**Metal layers overlaid**

Drawn at 4 px/um. Only two layers are drawn.
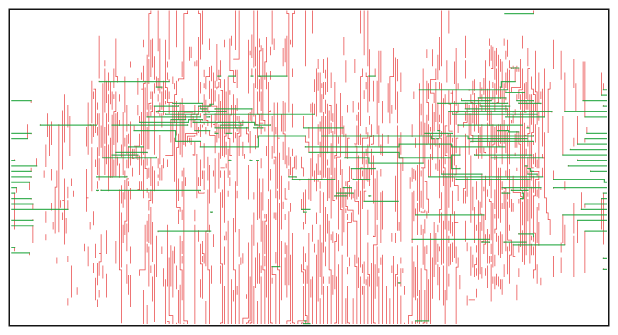
**I/O pins on the die edge**

Drawn at 4 px/um. Pins as bars across the die edge, other pins in grey.
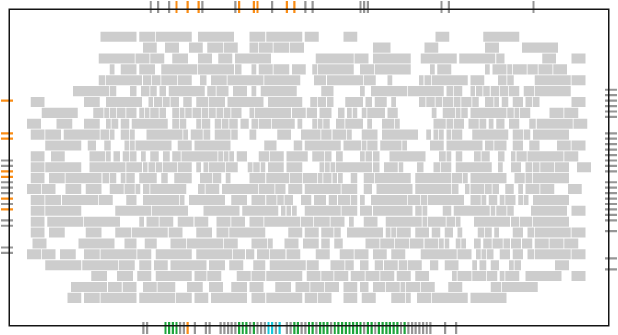
**Placement view**

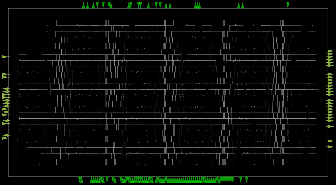
File: src/rtl/run_ctrl_pkg.sv
// Shared types and constants for the run/debug sequencer.
package run_ctrl_pkg;

  localparam int HOST_DATA_W = 16;

  typedef enum logic [2:0] {
    CMD_NOP       = 3'd0,
    CMD_WRITE     = 3'd1,
    CMD_RUN       = 3'd2,
    CMD_HALT      = 3'd3,
    CMD_STEP      = 3'd4,
    CMD_RESET_CPU = 3'd5,
    CMD_SET_BP    = 3'd6,
    CMD_CLR_BP    = 3'd7
  } cmd_e;

  typedef enum logic [1:0] {
    ST_RESET_HOLD = 2'd0,
    ST_HALTED     = 2'd1,
    ST_RUN        = 2'd2,
    ST_STEP       = 2'd3
  } state_e;

  typedef enum logic [1:0] {
    CAUSE_NONE      = 2'd0,
    CAUSE_HOST      = 2'd1,
    CAUSE_BP        = 2'd2,
    CAUSE_STEP_DONE = 2'd3
  } cause_e;

endpackage

File: src/rtl/run_ctrl_bp.sv
// Breakpoint unit: address/enable registers, one-shot skip flag and pc compare.
module run_ctrl_bp #(
  parameter int WORD_W  = 32,
  parameter int PROG_AW = 12
) (
  input  logic               clk,
  input  logic               rst,
  input  logic               set_bp,
  input  logic               clr_bp,
  input  logic [PROG_AW-1:0] bp_addr_in,
  input  logic               arm_skip,
  input  logic               run_cycle,
  input  logic [WORD_W-1:0]  cpu_pc,
  output logic               bp_hit,
  output logic               bp_skip
);

  logic [PROG_AW-1:0] bp_addr_q, bp_addr_d;
  logic               bp_en_q, bp_en_d;
  logic               bp_skip_q, bp_skip_d;

  // Breakpoint address is a halfword index; the core pc is a byte address.
  assign bp_hit  = bp_en_q && (cpu_pc == WORD_W'({bp_addr_q, 1'b0}));
  assign bp_skip = bp_skip_q;

  always_comb begin
    bp_addr_d = bp_addr_q;
    bp_en_d   = bp_en_q;
    bp_skip_d = bp_skip_q;
    if (set_bp) begin
      bp_addr_d = bp_addr_in;
      bp_en_d   = 1'b1;
    end else if (clr_bp) begin
      bp_en_d = 1'b0;
    end
    if (arm_skip) begin
      bp_skip_d = 1'b1;
    end else if (run_cycle) begin
      bp_skip_d = 1'b0;
    end
  end

  always_ff @(posedge clk or posedge rst) begin
    if (rst) begin
      bp_addr_q <= '0;
      bp_en_q   <= 1'b0;
      bp_skip_q <= 1'b0;
    end else begin
      bp_addr_q <= bp_addr_d;
      bp_en_q   <= bp_en_d;
      bp_skip_q <= bp_skip_d;
    end
  end

endmodule

File: src/rtl/run_ctrl.sv
// Run/debug sequencer: owns core reset and clock enable, arbitrates program-memory writes.
module run_ctrl
  import run_ctrl_pkg::*;
#(
  parameter int WORD_W  = 32,
  parameter int PROG_AW = 12,
  parameter int RST_CYC = 2
) (
  input  logic                   clk,
  input  logic                   rst,
  input  logic                   host_valid,
  output logic                   host_ready,
  input  logic [2:0]             host_cmd,
  input  logic [PROG_AW-1:0]     host_addr,
  input  logic [HOST_DATA_W-1:0] host_data,
  output logic                   prog_we,
  output logic [PROG_AW-1:0]     prog_waddr,
  output logic [HOST_DATA_W-1:0] prog_wdata,
  input  logic [WORD_W-1:0]      cpu_pc,
  output logic                   cpu_rst,
  output logic                   cpu_clk_en,
  output logic [1:0]             status_state,
  output logic [1:0]             halt_cause,
  output logic                   halted_pulse,
  output logic [WORD_W-1:0]      cycle_count
);

  localparam int RC_W = $clog2(RST_CYC + 1);

  // Host handshake: a command is taken on any cycle where host_valid && host_ready;
  // host_ready depends only on host_cmd and the current state, never on host_valid.

  state_e                 state_q, state_d;
  cause_e                 cause_q, cause_d;
  logic [RC_W-1:0]        rst_cnt_q, rst_cnt_d;
  logic [HOST_DATA_W-1:0] step_cnt_q, step_cnt_d;
  logic [WORD_W-1:0]      cycle_q, cycle_d;
  logic                   cpu_rst_q, cpu_rst_d;
  logic                   prog_we_q, prog_we_d;
  logic [PROG_AW-1:0]     waddr_q, waddr_d;
  logic [HOST_DATA_W-1:0] wdata_q, wdata_d;
  logic                   pulse_q, pulse_d;

  cmd_e cmd;
  logic busy, accept, halt_acc, rstcpu_acc, run_acc, step_acc;
  logic bp_hit, bp_skip;

  assign cmd        = cmd_e'(host_cmd);
  assign busy       = (state_q == ST_RUN) || (state_q == ST_STEP);
  assign accept     = host_valid && host_ready;
  assign halt_acc   = accept && (cmd == CMD_HALT) && busy;
  assign rstcpu_acc = accept && (cmd == CMD_RESET_CPU);
  assign run_acc    = accept && (cmd == CMD_RUN) && (state_q == ST_HALTED);
  assign step_acc   = accept && (cmd == CMD_STEP) && (state_q == ST_HALTED)
                      && (host_data != '0);

  always_comb begin
    host_ready = 1'b1;
    case (cmd)
      CMD_WRITE:          host_ready = !busy;
      CMD_RUN, CMD_STEP:  host_ready = (state_q != ST_RESET_HOLD);
      default:            host_ready = 1'b1;
    endcase
  end

  // HALT and RESET_CPU suppress the core cycle in their own acceptance cycle.
  always_comb begin
    cpu_clk_en = 1'b0;
    case (state_q)
      ST_RUN:  cpu_clk_en = (!bp_hit || bp_skip) && !halt_acc && !rstcpu_acc;
      ST_STEP: cpu_clk_en = !halt_acc && !rstcpu_acc;
      default: cpu_clk_en = 1'b0;
    endcase
  end

  run_ctrl_bp #(
    .WORD_W  (WORD_W),
    .PROG_AW (PROG_AW)
  ) u_bp (
    .clk        (clk),
    .rst        (rst),
    .set_bp     (accept && (cmd == CMD_SET_BP)),
    .clr_bp     (accept && (cmd == CMD_CLR_BP)),
    .bp_addr_in (host_addr),
    .arm_skip   (run_acc),
    .run_cycle  (state_q == ST_RUN),
    .cpu_pc     (cpu_pc),
    .bp_hit     (bp_hit),
    .bp_skip    (bp_skip)
  );

  always_comb begin
    state_d    = state_q;
    cause_d    = cause_q;
    rst_cnt_d  = rst_cnt_q;
    step_cnt_d = step_cnt_q;
    cycle_d    = cpu_clk_en ? cycle_q + WORD_W'(1) : cycle_q;
    prog_we_d  = 1'b0;
    waddr_d    = waddr_q;
    wdata_d    = wdata_q;
    pulse_d    = 1'b0;

    if (accept && (cmd == CMD_WRITE)) begin
      prog_we_d = 1'b1;
      waddr_d   = host_addr;
      wdata_d   = host_data;
    end

    if (rstcpu_acc) begin
      state_d   = ST_RESET_HOLD;
      rst_cnt_d = RC_W'(RST_CYC);
      cycle_d   = '0;
      cause_d   = CAUSE_NONE;
    end else begin
      case (state_q)
        ST_RESET_HOLD: begin
          rst_cnt_d = rst_cnt_q - RC_W'(1);
          if (rst_cnt_q <= RC_W'(1)) state_d = ST_HALTED;
        end
        ST_HALTED: begin
          if (run_acc) begin
            state_d = ST_RUN;
            cause_d = CAUSE_NONE;
          end else if (step_acc) begin
            state_d    = ST_STEP;
            step_cnt_d = host_data;
            cause_d    = CAUSE_NONE;
          end
        end
        ST_RUN: begin
          if (halt_acc) begin
            state_d = ST_HALTED;
            cause_d = CAUSE_HOST;
            pulse_d = 1'b1;
          end else if (bp_hit && !bp_skip) begin
            state_d = ST_HALTED;
            cause_d = CAUSE_BP;
            pulse_d = 1'b1;
          end
        end
        ST_STEP: begin
          if (halt_acc) begin
            state_d = ST_HALTED;
            cause_d = CAUSE_HOST;
            pulse_d = 1'b1;
          end else begin
            step_cnt_d = step_cnt_q - HOST_DATA_W'(1);
            if (step_cnt_q == HOST_DATA_W'(1)) begin
              state_d = ST_HALTED;
              cause_d = CAUSE_STEP_DONE;
              pulse_d = 1'b1;
            end
          end
        end
        default: state_d = ST_RESET_HOLD;
      endcase
    end

    cpu_rst_d = (state_d == ST_RESET_HOLD);
  end

  always_ff @(posedge clk or posedge rst) begin
    if (rst) begin
      state_q    <= ST_RESET_HOLD;
      cause_q    <= CAUSE_NONE;
      rst_cnt_q  <= RC_W'(RST_CYC);
      step_cnt_q <= '0;
      cycle_q    <= '0;
      cpu_rst_q  <= 1'b1;
      prog_we_q  <= 1'b0;
      waddr_q    <= '0;
      wdata_q    <= '0;
      pulse_q    <= 1'b0;
    end else begin
      state_q    <= state_d;
      cause_q    <= cause_d;
      rst_cnt_q  <= rst_cnt_d;
      step_cnt_q <= step_cnt_d;
      cycle_q    <= cycle_d;
      cpu_rst_q  <= cpu_rst_d;
      prog_we_q  <= prog_we_d;
      waddr_q    <= waddr_d;
      wdata_q    <= wdata_d;
      pulse_q    <= pulse_d;
    end
  end

  assign cpu_rst      = cpu_rst_q;
  assign prog_we      = prog_we_q;
  assign prog_waddr   = waddr_q;
  assign prog_wdata   = wdata_q;
  assign status_state = state_q;
  assign halt_cause   = cause_q;
  assign halted_pulse = pulse_q;
  assign cycle_count  = cycle_q;

endmodule
File: config.mk
export PLATFORM = sky130hd
export DESIGN_NAME = run_ctrl
export DESIGN_NICKNAME = d
export VERILOG_FILES = /design/src/rtl/run_ctrl_pkg.sv /design/src/rtl/run_ctrl_bp.sv /design/src/rtl/run_ctrl.sv
export SDC_FILE = /design/constraint.sdc
export NUM_CORES = 1
export LEC_CHECK = 0
export CAP_MARGIN = 5
export CORE_ASPECT_RATIO = 0.5
export CORE_MARGIN = 4
export CORE_UTILIZATION = 53
export CTS_CLUSTER_SIZE = 28
export DETAILED_ROUTE_END_ITERATION = 10
export GPL_TIMING_DRIVEN = 0
export HOLD_SLACK_MARGIN = 0.1
export PLACE_DENSITY = 0.86
export SETUP_SLACK_MARGIN = 0.3
export SLEW_MARGIN = 20
export SYNTH_ARGS = -nofsm -noshare
export SYNTH_HDL_FRONTEND = slang
export SYNTH_SLANG_ARGS = --single-unit
File: constraint.sdc
create_clock -name clk -period 5.4 [get_ports clk]
set_clock_uncertainty 0.2 [all_clocks]
set_input_delay 1.08 -clock clk [delete_from_list [all_inputs] [get_ports clk]]
set_output_delay 1.08 -clock clk [all_outputs]
set_load 0.01 [all_outputs]
==> deck_impl_summary.md <==
Synthesis and Place & Route Summary

Run status
  – Status: complete, no violations

Cells and area
  – Share of layout cells above drive strength 1: 15.0%
  – # clk buffers: 9
  – Largest cell class: logic gates
  – # nets final: roughly 730
  – Non-filler cells in the finished layout: about 800
  – Combinational Gates: 377
  – Non-CTS inverters: 13
  – Fillers: between 600 and 700
  – Fin util: roughly three quarters

Synthesis
  – Register share after synthesis: 46.7%
  – Cells after Synth: about 520
  – Synth area leader: dfrtp_1
  – Synth Area in Compound Gates: a little over an eighth
  – Chip area line of the yosys report: 5310 um^2
  – Synth unique cells: 64
  – Syn avg cell area: 10.2 um^2

GRT
  – Global-route wire length before repair: 23600 um
  – Met2 Track Usage GR: 41.5%

Pwr
  – Pwr top: registers
  – Seq pwr: 0.00112 W
  – P_clk: 0.000619 W
  – Max IR drop VDD: 0.000217 V
  – P per Cell Area: between 300 and 400 nW/um^2

Hold path
  – Hold_sp: cycle_count[4]

Drt
  – Routed met3 length: about 1200 um
  – DR vias/cell: 6.10
  – DR WL/cell: around 18 um
  – Vias: 4882

Setup path
  – Crit. End Element: primary output
  – Critical Path Max Stage Delay: 0.52 ns
  – RR Startpoint: status_state[0]
  – Startpoint Class: input port

STA
  – Final WS setup: 0.462 ns
  – F_max: 203 MHz
  – Slew @ Worst Pin: 0.915 ns
  – Final hold violation count: 0

Placed design
  – # port buffers: 130
  – Place WS: 0.211 ns
  – # placed instances: 784

Die
  – Core Area: 9600 um^2

Clock network
  – Number of setup buffers added after CTS: 0
Notes on 'metal layers overlaid' above:
[red] met2 | wire length: 7140 um
[green] met3 | wire length: 1180 um

Notes on 'I/O pins on the die edge' above:
[green] `cpu_pc` | pins: 32 | direction: input | edge: south
[orange] `host_data` | pins: 16 | direction: input | edge: 8 north, 7 west, 1 south
[cyan] `host_cmd` | pins: 3 | direction: input | edge: south
all pins by edge: 71 south, 25 east, 22 north, 17 west

Notes on 'placement view' above:
seq_cells: 99
flop share of the area: 34.9%
FP Rows: 25

==> worst max path at each step <==
stage                     slack [ns]  startpoint             end  cells after the start
after detailed placement        0.21  cpu_pc[11]      cpu_clk_en                      8
after global routing            0.33   cpu_pc[8]      cpu_clk_en                      8
final                           0.46   cpu_pc[8]      cpu_clk_en                      8
after global placement          0.08         rst   step_cnt_q[4]                      2
after floorplan                 1.53         rst  cycle_count[0]                      1
after CTS                       0.36  cpu_pc[11]      cpu_clk_en                      8
==> registers in the layout, indices dropped and copies added (netlist names), 2 cells and up <==
register and flops:
cycle_count 32, halt_cause 2, prog_waddr 12, prog_wdata 16, rst_cnt_q 2, status_state 2
step_cnt_q 16, u_bp.bp_addr_q 12
Power is estimated from default activity; no workload was simulated.
